==> config.mk <==
export PLATFORM = sky130hd
export DESIGN_NAME = spi_gap_timer
export DESIGN_NICKNAME = d
export VERILOG_FILES = /design/src/rtl/spi_gap_timer.sv
export SDC_FILE = /design/constraint.sdc
export NUM_CORES = 1
export LEC_CHECK = 0
export CORE_MARGIN = 1.5
export CORE_UTILIZATION = 51
export CTS_BUF_LIST = sky130_fd_sc_hd__clkbuf_4 sky130_fd_sc_hd__clkbuf_8 sky130_fd_sc_hd__clkbuf_16
export DETAILED_ROUTE_END_ITERATION = 8
export PLACE_DENSITY = 0.76
export SYNTH_ARGS = -nofsm -noshare
export SYNTH_HDL_FRONTEND = slang
export SYNTH_SLANG_ARGS = --single-unit
==> constraint.sdc <==
create_clock -name clock -period 2.93 [get_ports clock]
set_clock_uncertainty 0.2 [all_clocks]
set_input_delay 0.879 -clock clock [delete_from_list [all_inputs] [get_ports clock]]
set_output_delay 0.879 -clock clock [all_outputs]
set_load 0.01 [all_outputs]
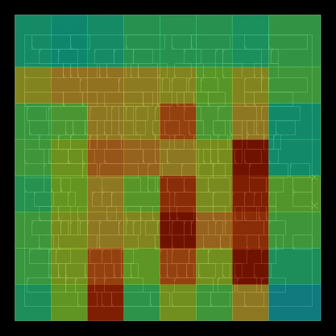
congestion.png
WL/cell: 14.9 um
met3 usage: 4.24%
Util after Layout: 70.7%

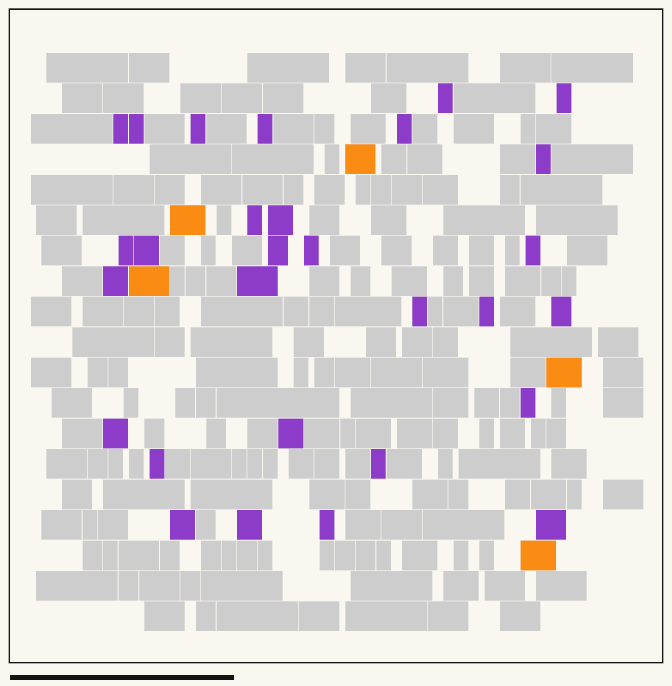
logic_types.png
Scale bar: 20 um.
- non-inverting ao/oa cells: orange (cells 5)
- nor cells: purple (cells 29; where spread over the die)
Finished Layout Cells: 258
logic share of the area: 46.0%
most common logic cell in the routed design: clkdlybuf4s50_1

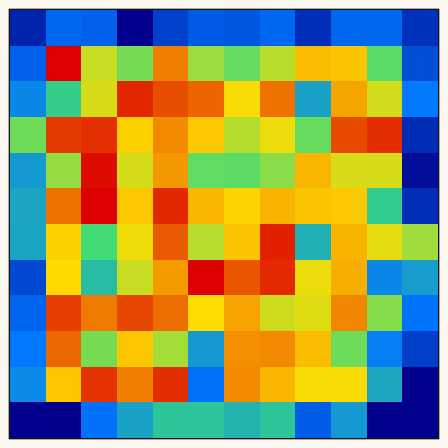
cell_density.png
The die is cut into 12 by 12 equal tiles; dark blue is low, red is high, 0 to 100% covered.
- emptiest ninth of the die: bottom right
- mean over tiles: 58%
- tiles over 75% full: 39%
- densest ninth of the die: middle
Init Core Util: 54.9%
core box area: 0.00283 mm^2

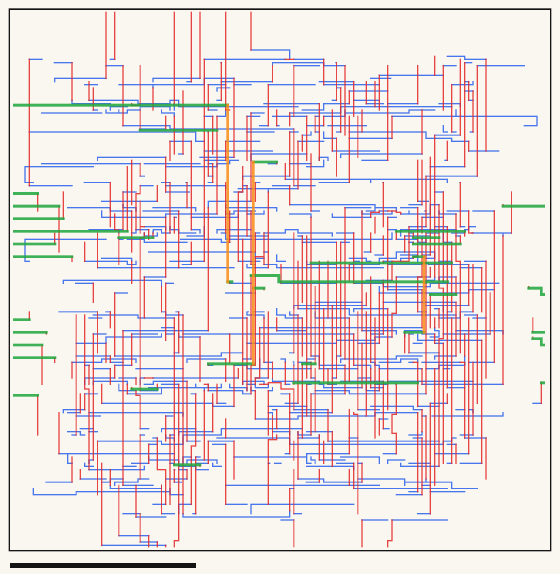
wires.png
Scale bar: 20 um.
- metal 1: blue (wire length 1800 um)
- metal 3: green (wire length 182 um)
- metal 2: red (wire length 1800 um)
- metal 4: orange (wire length 49.0 um)
final wirelength: 3830 um
total track usage: 23.5%
Via Count: 1544

==> flow_metrics.env <==
# implementation run metrics
export IMPL_crit_buf_inv=1
export IMPL_ctsResizeCount=0
export IMPL_syn_nets=211
export IMPL_rows=19
export IMPL_seqPwrFrac_pct=52.6
export IMPL_place_area_mm2=0.00195
export IMPL_finalCriticalPeriod_ps=2580
export IMPL_power_frac_comb_pct=14.2
export IMPL_numCtsBuffers=3
export IMPL_whs_path_depth=2
export IMPL_startpoint_type="flip-flop"
export IMPL_max_freq_mhz=388
export IMPL_netlist_area_mm2=0.00155
export IMPL_drv_cap=0
export IMPL_tritoncts="done"
export IMPL_clkSlewWorstSetupHoldPaths_ps=160
export IMPL_tns_ps=0
export IMPL_yosys_area_top_type="dfxtp_1"
export IMPL_synth_chip_area_mm2=0.00155
export IMPL_worstPathCellList="clkdlybuf4s50_1"
export IMPL_ys_warn_count=0
export IMPL_clock_path_buffers=2
export IMPL_ys_async_sr_fraction_pct=0
export IMPL_num_antenna_cells=0
export IMPL_cp_depth=1
export IMPL_violations="DRC"
export IMPL_yosysCellCount=189
export IMPL_drc=2
export IMPL_ir_worst_vdd_uv=308
export IMPL_topCellsByArea="dfxtp_1, xnor2_1, nand2_1"
export IMPL_cp_max_fo=9
export IMPL_die_y_um=58.2
export IMPL_internal_power_mw=0.590
export IMPL_cpPeakStageDelay_ps=610
export IMPL_grt_remaining_overflow=0
export IMPL_gp_congestion=0.886
export IMPL_power_leakage_nw=0.734
export IMPL_ys_ff=28
export IMPL_regToRegSetupSlack_ps=590
export IMPL_synth_seq_share_pct=36.1
export IMPL_grt_max_degree=17
export IMPL_post_cts_setup_buffers=0
export IMPL_r2r_cells=6
export IMPL_io_buffers=30
export IMPL_cp_arrival_ps=1500
export IMPL_required_ps=1850
export IMPL_cts_root_buf="clkbuf_4"
export IMPL_power_leader="sequential cells"
export IMPL_warnings=26
export IMPL_final_cell_mix="clkdlybuf4s50_1, dfxtp_1, nand2_1"
export IMPL_crit_family="buffers and inverters"
export IMPL_final_min_period_over_clock_period_pct=87.9
export IMPL_top_cell_area_share_pct=36.1
export IMPL_tightest_slew_ps=353
export IMPL_avgSynthCellArea_um2=8.22
export IMPL_critPathSlowestCell="clkdlybuf4s50_1"
export IMPL_finalInstanceArea_mm2=0.00200
export IMPL_grt_antenna_before_repair=0
export IMPL_sw_frac_of_total_pct=23.9
export IMPL_dp_cells=254
export IMPL_cts_htree_levels=1
export IMPL_edf_count=0
export IMPL_grt_pass1_vias=1462
export IMPL_p_per_area_mw_per_mm2=388
export IMPL_rsz0062_at_grt="no"
export IMPL_dp_hpwl_um=2920
export IMPL_drive_above_1_share_pct=11.0
export IMPL_firstDrtPassIters=7
export IMPL_relSlewSlack_pct=76.4
export IMPL_syn_inst=189
export IMPL_powerComb_mw=0.110
export IMPL_slew_viol_final=0
export IMPL_die_area_mm2=0.00339
export IMPL_power_switching_mw=0.185
export IMPL_crit_type="flip-flop to primary output"
export IMPL_worstSkewPairLatency_ps=340
export IMPL_fin_nets=250
export IMPL_seq_power_mw=0.408
export IMPL_via_per_inst=5.98
export IMPL_grt_pass1_wl_um=6250
export IMPL_ios=31
export IMPL_dominantRegCellSynth="dfxtp_1"
export IMPL_p_clk_share_pct=33.2
export IMPL_pwr_group_clock_mw=0.258
export IMPL_status="complete, but fails checks"
## metrics by stage
| stage | utilization [%] | power [mW] | setup WS, ps | hold WS (ps) |
|---|---|---|---|---|
| 5_1_grt | 70.7 | 0.808 | 293 | 328 |
| 3_5_place_dp | 68.9 | 0.525 | 68.8 | 282 |
| 3_3_place_gp | 68.9 | 0.520 | 112 | 268 |
| 2_1_floorplan | - | 0.471 | 435 | 254 |
| 6_report | 70.7 | 0.775 | 355 | 308 |
| 4_1_cts | 70.7 | 0.779 | 366 | 305 |
## area by class of cell
| class | instances | area [um^2] |
|---|---|---|
| flip-flops and latches | 28 | 561 |
| well taps | 31 | 38.8 |
| multi-input cells | 143 | 921 |
| fillers | 238 | 828 |
| repair buffers | 42 | 390 |
| clock inverters | 1 | 30.0 |
| clock buffers | 3 | 22.5 |
| inverters | 10 | 37.5 |
## synth_stat cells, types with 2 or more instances
cell / number
nand4_1: 4
or3_1: 3
nor2b_1: 2
nor2_1: 18
nor3_1: 2
o21ai_1: 7
a21oi_1: 9
a32oi_1: 7
xor2_1: 6
mux2i_1: 7
a31oi_1: 7
xnor2_1: 11
dfxtp_1: 28
nand3_1: 12
inv_1: 10
nor4_1: 5
clkbuf_1: 6
nand2_1: 20
or2_2: 2
ha_1: 2
## routing by layer
| metal | track usage, % | part of all wire (%) | up-vias |
|---|---|---|---|
| met5 | 0 | 0 | - |
| met4 | 9.30 | 1.3 | 0 |
| met3 | 4.24 | 4.7 | 7 |
| met2 | 38.8 | 47 | 47 |
| met1 | 30.4 | 47 | 734 |
| li1 | - | - | 756 |
## kinds of logic after synthesis
group / synth area share, %
and+or+nand+nor: 25.7
AOI/OAI and AO/OA: 17.9
DFF: 36.1
buffers and inverters: 4.67
xor gates and xnor gates: 9.58
muxes: 4.51
adders and majority gates: 1.61
Power figures rest on the tool's default switching activity, not on a simulated workload.
